$ cat src/rtl/branch_target_predictor.sv
// ----------------------------------------------------------------------------
// branch_target_predictor
//
// Direct-mapped branch target buffer with a per-entry 2-bit saturating
// direction counter. An optional circular return address stack predicts
// return targets. It is compiled in when the macro BRANCH_PREDICTOR_RAS_EN
// is defined.
//
// Parameters
//   PC_W      instruction-address width
//   IDX_W     BTB index width (2**IDX_W entries, indexed by PC[IDX_W+1:2])
//   RAS_DEPTH return-address-stack entries (only with BRANCH_PREDICTOR_RAS_EN)
//
// Ports
//   CLK          clock, all state changes on the rising edge
//   RSTn         synchronous active-low reset
//   LK_VALID     lookup request this cycle
//   LK_PC        fetch PC to predict
//   PRED_VALID   prediction valid (LK_VALID delayed one cycle)
//   PRED_HIT     looked-up PC hit a valid BTB entry
//   PRED_TAKEN   predicted taken
//   PRED_TARGET  predicted next PC
//   UPD_VALID    resolved control-flow instruction reported this cycle
//   UPD_PC       PC of the resolved instruction
//   UPD_TAKEN    actual direction
//   UPD_TARGET   actual taken target
//   UPD_TYPE     00 cond branch, 01 JAL, 10 JALR call, 11 JALR return
//
// Lookup and update share one edge. The prediction is computed
// combinationally from the current table contents and registered. A
// same-index update in the same cycle is therefore invisible to that lookup
// (read-before-write).
// ----------------------------------------------------------------------------
module branch_target_predictor #(
    parameter int PC_W      = 12,
    parameter int IDX_W     = 6,
    parameter int RAS_DEPTH = 4
) (
    input  logic            CLK,
    input  logic            RSTn,
    input  logic            LK_VALID,
    input  logic [PC_W-1:0] LK_PC,
    output logic            PRED_VALID,
    output logic            PRED_HIT,
    output logic            PRED_TAKEN,
    output logic [PC_W-1:0] PRED_TARGET,
    input  logic            UPD_VALID,
    input  logic [PC_W-1:0] UPD_PC,
    input  logic            UPD_TAKEN,
    input  logic [PC_W-1:0] UPD_TARGET,
    input  logic [1:0]      UPD_TYPE
);

    localparam int ENTRIES = 2 ** IDX_W;
    localparam int TAG_W   = PC_W - IDX_W - 2;

    localparam logic [1:0] TYPE_COND = 2'b00;
    localparam logic [1:0] TYPE_CALL = 2'b10;
    localparam logic [1:0] TYPE_RET  = 2'b11;

    // ------------------------------------------------------------------
    // BTB storage. Only the valid bits are reset.
    // ------------------------------------------------------------------
    logic              valid_q  [ENTRIES];
    logic [TAG_W-1:0]  tag_q    [ENTRIES];
    logic [PC_W-1:0]   target_q [ENTRIES];
    logic [1:0]        type_q   [ENTRIES];
    logic [1:0]        ctr_q    [ENTRIES];

    logic              pred_valid_q,  pred_valid_d;
    logic              pred_hit_q,    pred_hit_d;
    logic              pred_taken_q,  pred_taken_d;
    logic [PC_W-1:0]   pred_target_q, pred_target_d;

    // ------------------------------------------------------------------
    // Lookup path
    // ------------------------------------------------------------------
    logic [IDX_W-1:0]  lk_idx;
    logic [TAG_W-1:0]  lk_tag;
    logic              lk_hit;
    logic [PC_W-1:0]   lk_seq_pc;
    logic [PC_W-1:0]   ret_target;

    assign lk_idx    = LK_PC[IDX_W+1:2];
    assign lk_tag    = LK_PC[PC_W-1:IDX_W+2];
    assign lk_hit    = LK_VALID && valid_q[lk_idx] && (tag_q[lk_idx] == lk_tag);
    // Fall-through address. The sum is truncated to PC_W, so it wraps.
    assign lk_seq_pc = LK_PC + PC_W'(4);

    always_comb begin
        pred_valid_d  = LK_VALID;
        pred_hit_d    = 1'b0;
        pred_taken_d  = 1'b0;
        pred_target_d = lk_seq_pc;
        if (lk_hit) begin
            pred_hit_d = 1'b1;
            unique case (type_q[lk_idx])
                TYPE_COND: begin
                    pred_taken_d  = ctr_q[lk_idx][1];
                    pred_target_d = ctr_q[lk_idx][1] ? target_q[lk_idx] : lk_seq_pc;
                end
                TYPE_RET: begin
                    pred_taken_d  = 1'b1;
                    pred_target_d = ret_target;
                end
                default: begin
                    pred_taken_d  = 1'b1;
                    pred_target_d = target_q[lk_idx];
                end
            endcase
        end
    end

    // ------------------------------------------------------------------
    // Update path
    // ------------------------------------------------------------------
    logic [IDX_W-1:0]  upd_idx;
    logic [TAG_W-1:0]  upd_tag;
    logic              upd_hit;
    logic [1:0]        upd_ctr_d;

    assign upd_idx = UPD_PC[IDX_W+1:2];
    assign upd_tag = UPD_PC[PC_W-1:IDX_W+2];
    assign upd_hit = valid_q[upd_idx] && (tag_q[upd_idx] == upd_tag);

    always_comb begin
        upd_ctr_d = ctr_q[upd_idx];
        if (UPD_TAKEN) begin
            if (ctr_q[upd_idx] != 2'b11) upd_ctr_d = ctr_q[upd_idx] + 2'b01;
        end else begin
            if (ctr_q[upd_idx] != 2'b00) upd_ctr_d = ctr_q[upd_idx] - 2'b01;
        end
    end

    always_ff @(posedge CLK) begin
        if (!RSTn) begin
            for (int i = 0; i < ENTRIES; i++) valid_q[i] <= 1'b0;
            pred_valid_q  <= 1'b0;
            pred_hit_q    <= 1'b0;
            pred_taken_q  <= 1'b0;
            pred_target_q <= '0;
        end else begin
            pred_valid_q  <= pred_valid_d;
            pred_hit_q    <= pred_hit_d;
            pred_taken_q  <= pred_taken_d;
            pred_target_q <= pred_target_d;
            if (UPD_VALID) begin
                if (upd_hit) begin
                    ctr_q[upd_idx] <= upd_ctr_d;
                    if (UPD_TAKEN) begin
                        target_q[upd_idx] <= UPD_TARGET;
                        type_q[upd_idx]   <= UPD_TYPE;
                    end
                end else if (UPD_TAKEN) begin
                    // Allocate, evicting whatever occupied this index.
                    valid_q[upd_idx]  <= 1'b1;
                    tag_q[upd_idx]    <= upd_tag;
                    target_q[upd_idx] <= UPD_TARGET;
                    type_q[upd_idx]   <= UPD_TYPE;
                    ctr_q[upd_idx]    <= 2'b10;
                end
            end
        end
    end

`ifdef BRANCH_PREDICTOR_RAS_EN
    // ------------------------------------------------------------------
    // Circular return address stack. ras_ptr_q is the next push slot, so
    // the top is one slot behind it. When the stack is full, a push
    // overwrites the oldest entry, which is the slot at ras_ptr_q.
    // ------------------------------------------------------------------
    localparam int PTR_W = (RAS_DEPTH > 1) ? $clog2(RAS_DEPTH) : 1;
    localparam int CNT_W = $clog2(RAS_DEPTH + 1);

    logic [PC_W-1:0]  ras_q [RAS_DEPTH];
    logic [PTR_W-1:0] ras_ptr_q, ras_ptr_d;
    logic [CNT_W-1:0] ras_cnt_q, ras_cnt_d;
    logic [PTR_W-1:0] ras_top;
    logic [PTR_W-1:0] ras_ptr_inc;
    logic             ras_push;
    logic             ras_pop;

    assign ras_top     = (ras_ptr_q == '0) ? PTR_W'(RAS_DEPTH - 1) : ras_ptr_q - PTR_W'(1);
    assign ras_ptr_inc = (ras_ptr_q == PTR_W'(RAS_DEPTH - 1)) ? '0 : ras_ptr_q + PTR_W'(1);
    assign ras_push    = UPD_VALID && (UPD_TYPE == TYPE_CALL);
    assign ras_pop     = UPD_VALID && (UPD_TYPE == TYPE_RET);
    assign ret_target  = (ras_cnt_q != '0) ? ras_q[ras_top] : target_q[lk_idx];

    always_comb begin
        ras_ptr_d = ras_ptr_q;
        ras_cnt_d = ras_cnt_q;
        if (ras_push && !ras_pop) begin
            ras_ptr_d = ras_ptr_inc;
            if (ras_cnt_q != CNT_W'(RAS_DEPTH)) ras_cnt_d = ras_cnt_q + CNT_W'(1);
        end else if (ras_pop && !ras_push && (ras_cnt_q != '0)) begin
            ras_ptr_d = ras_top;
            ras_cnt_d = ras_cnt_q - CNT_W'(1);
        end
    end

    always_ff @(posedge CLK) begin
        if (!RSTn) begin
            ras_ptr_q <= '0;
            ras_cnt_q <= '0;
        end else begin
            ras_ptr_q <= ras_ptr_d;
            ras_cnt_q <= ras_cnt_d;
            if (ras_push && ras_pop) begin
                // Push and pop together replace the top entry in place.
                ras_q[ras_top] <= UPD_PC + PC_W'(4);
            end else if (ras_push) begin
                ras_q[ras_ptr_q] <= UPD_PC + PC_W'(4);
            end
        end
    end
`else
    assign ret_target = target_q[lk_idx];
`endif

    assign PRED_VALID  = pred_valid_q;
    assign PRED_HIT    = pred_hit_q;
    assign PRED_TAKEN  = pred_taken_q;
    assign PRED_TARGET = pred_target_q;

endmodule

$ cat config.mk
export PLATFORM = sky130hd
export DESIGN_NAME = branch_target_predictor
export DESIGN_NICKNAME = d
export VERILOG_FILES = /design/src/rtl/branch_target_predictor.sv
export SDC_FILE = /design/constraint.sdc
export NUM_CORES = 2
export LEC_CHECK = 0
export CORE_MARGIN = 4
export CORE_UTILIZATION = 35
export DETAILED_ROUTE_END_ITERATION = 10
export GPL_TIMING_DRIVEN = 0
export HOLD_SLACK_MARGIN = 0.1
export REMOVE_ABC_BUFFERS = 1
export SLEW_MARGIN = 20
export SYNTH_ARGS = -nofsm -noshare
export SYNTH_HDL_FRONTEND = slang
export SYNTH_SLANG_ARGS = --single-unit
$ cat constraint.sdc
create_clock -name CLK -period 6.9 [get_ports CLK]
set_input_delay 1.38 -clock CLK [delete_from_list [all_inputs] [get_ports CLK]]
set_output_delay 1.38 -clock CLK [all_outputs]
set_load 0.01 [all_outputs]
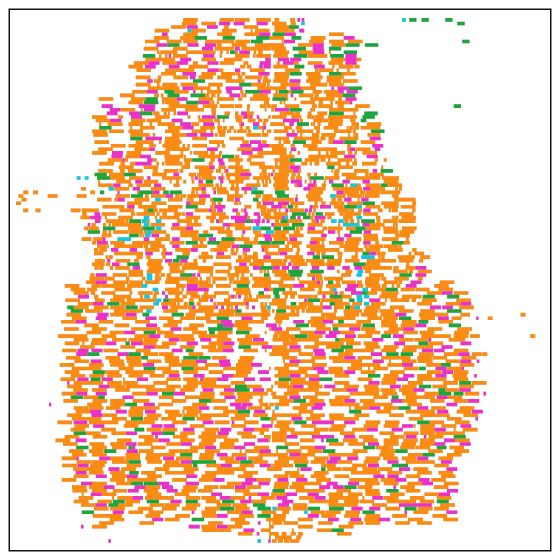
(sizing map)
- orange: drive 1 or less (cells 2206; share 71%)
- green: drive 6 and up (cells 256; share 8.3%)
- cyan: drive 3 to 4 (cells 52; share 1.7%)
- magenta: drive 2 (cells 574; share 19%)
fin area: 64680 um^2
Area growth syn-to-layout: 15.10%
min setup slack post-route: 0.2847 ns
bufs w/o clock: 142

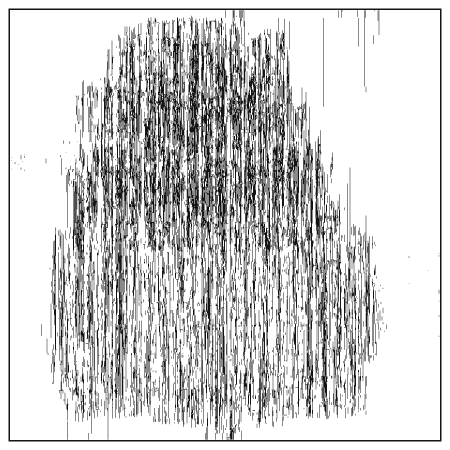
(met2 routing)
- nets with wire on the layer: 2695
- longest straight run: 115 um
- main direction: vertical
- share of all routed wire: 47%
- wire length on this layer: 72.3 mm
met2 Use GR: 28.53%
final WL: 154700 um
vias: 30400

==> results.yml <==
# generated from flow reports
run_status:
  status: "complete, no violations"
critical_path:
  crit_cells: 12
  endpoint: "ctr_q[2][1]"
  startpoint: "UPD_PC[4]"
  reg2regPathDepth: 10
  r2r_slack_ns: 2.58
  cp-end-kind: "register"
  cp_cell_sequence: "buf_8 > buf_16 > clkinv_1 > nand2_1 > o22ai_1 > o21ai_0 > a21oi_1 > a2111oi_0 > nand4_1 > or4_4 > buf_12 > a2111oi_2"
  worstSetupStartpointType: "input port"
  crit_buf_inv: 4
  cp_max_fo: 63
  worstSetupPathType: "in2reg"
  timing.rr.end: "ctr_q[2][1]"
  crit_required_ns: 7.30
  path_delay_family: "buffers and inverters"
  cp_slowest_cell: "clkinv_1"
  cpPeakStageDelay_ns: 0.98
place:
  dpl_worst_slack_ns: -0.3089
  placed_area_um2: 60160
  dp_hpwl_um: 96770
  io_buffers: 55
  gp_congestion: 0.8625
detailed_routing:
  viasPerCell: 5.882
  drc: 0
  avgRoutedWirePerCell_um: 29.94
  first_iter_violations: 4064
  highest_layer: "met5"
  ant_nets: 0
  wl_met1_um: 62820
sta:
  hold_ws_ns: 0.4745
  fmax_ghz: 0.1512
  skew_ns: 0.04153
  tightest_slew_ns: 1.241
  period_needed_ns: 6.615
  final_hold_viol_count: 0
  setup_tns_ns: 0
  fin_crit_sh_pct: 95.87
  rsz0062_at_grt: "no"
layout:
  largestRegisters: "target_q x768, tag_q x256"
  register_area_um2: 40020
  n_all_inverters: 10
  fill_cells: 13960
  largest-register: "target_q"
  diodes: 8
  flops: 1359
  sh_seq_area_pct: 61.87
  comb_area_share_pct: 23.98
  drive_above_1_share_pct: 28.56
  logic_gates: 1321
  final_cells: 5168
  mi_logic_area_um2: 15510
  largest_cell_class: "sequential cells"
  bufAreaShareNonClock_pct: 3.095
  layout_top_cell: "edfxtp_1"
  layout.nets: 3016
  final_util_pct: 40.70
  largest_reg_flops: 768
clocking:
  clkLatencyLatePin_ns: 0.77
  clock_sinks: 1359
  ctsRootBufferMaster: "clkbuf_16"
  post_cts_buffers: 0
  hold_buffers: 0
  cts-htree-levels: 4
  cts_tree: "yes"
yosys:
  synth.top_cell.area_share_pct: 68.40
  top_logic_kind: "multiplexers"
  top_cells_by_area: "edfxtp_1 (68%), mux4_2 (14%), dfxtp_1 (2.8%)"
  most_common_cell: "edfxtp_1"
  ys_sh_xor_pct: 0.2182
  edf_count: 1280
  synth_cell_types: 71
  yosys_warnings: 0
  synth-area-yosys_um2: 56190
  ys_seq_share_pct: 71.22
  ys_sh_aoi_pct: 6.386
  ys.flops: 1359
  netlist_area_um2: 56190
  ys_cells: 2924
  syn_avg_cell_area_um2: 19.22
  synth_async_sr_flop_share_pct: 0
  common_cells: "edfxtp_1 (1280), mux4_2 (361), clkbuf_1 (136), nor2_1 (104), nor3_1 (97)"
grt:
  grt_max_degree: 85
  antenna_found_initial: 9
  use_met1_pct: 24.94
  grt-ovfl-total: 0
  gr-usage-all-layers_pct: 18.21
  grt_pass1_wl_um: 222300
  grt_use_met3_pct: 4.486
  top_usage_layer: "met2"
floorplanning:
  die_w_um: 408.7
  chipArea_um2: 167000
  die_h_um: 408.7
  core_um2: 158900
  core_util_floorplan_pct: 35.36
  pin_count: 58
  num_tap_cells: 2072
power:
  p_clk_share_pct: 42.0
  fin_total_pwr_w: 0.01760
  p_comb_w: 0.00113
  p_int_w: 0.01363
  pg_clk_w: 0.00740
  powerSeq_w: 0.00907
  power.group.top: "sequential cells"
  power_frac_seq_pct: 51.5
  pwr-share-comb_pct: 6.4
  pwr_density_cell_nw_per_um2: 272.1
  power.leakage_nw: 19.52
  max-vdd-ir-drop_uv: 159.6
flow_run:
  drv_cap: 0
  warnings: 28
min_path:
  worstHoldPathCells: 2
  min_to: "valid_q[49]"
  holdCritStartpoint: "valid_q[49]"
  min_path_type: "reg2reg"
Power figures rest on the tool's default switching activity, not on a simulated workload.
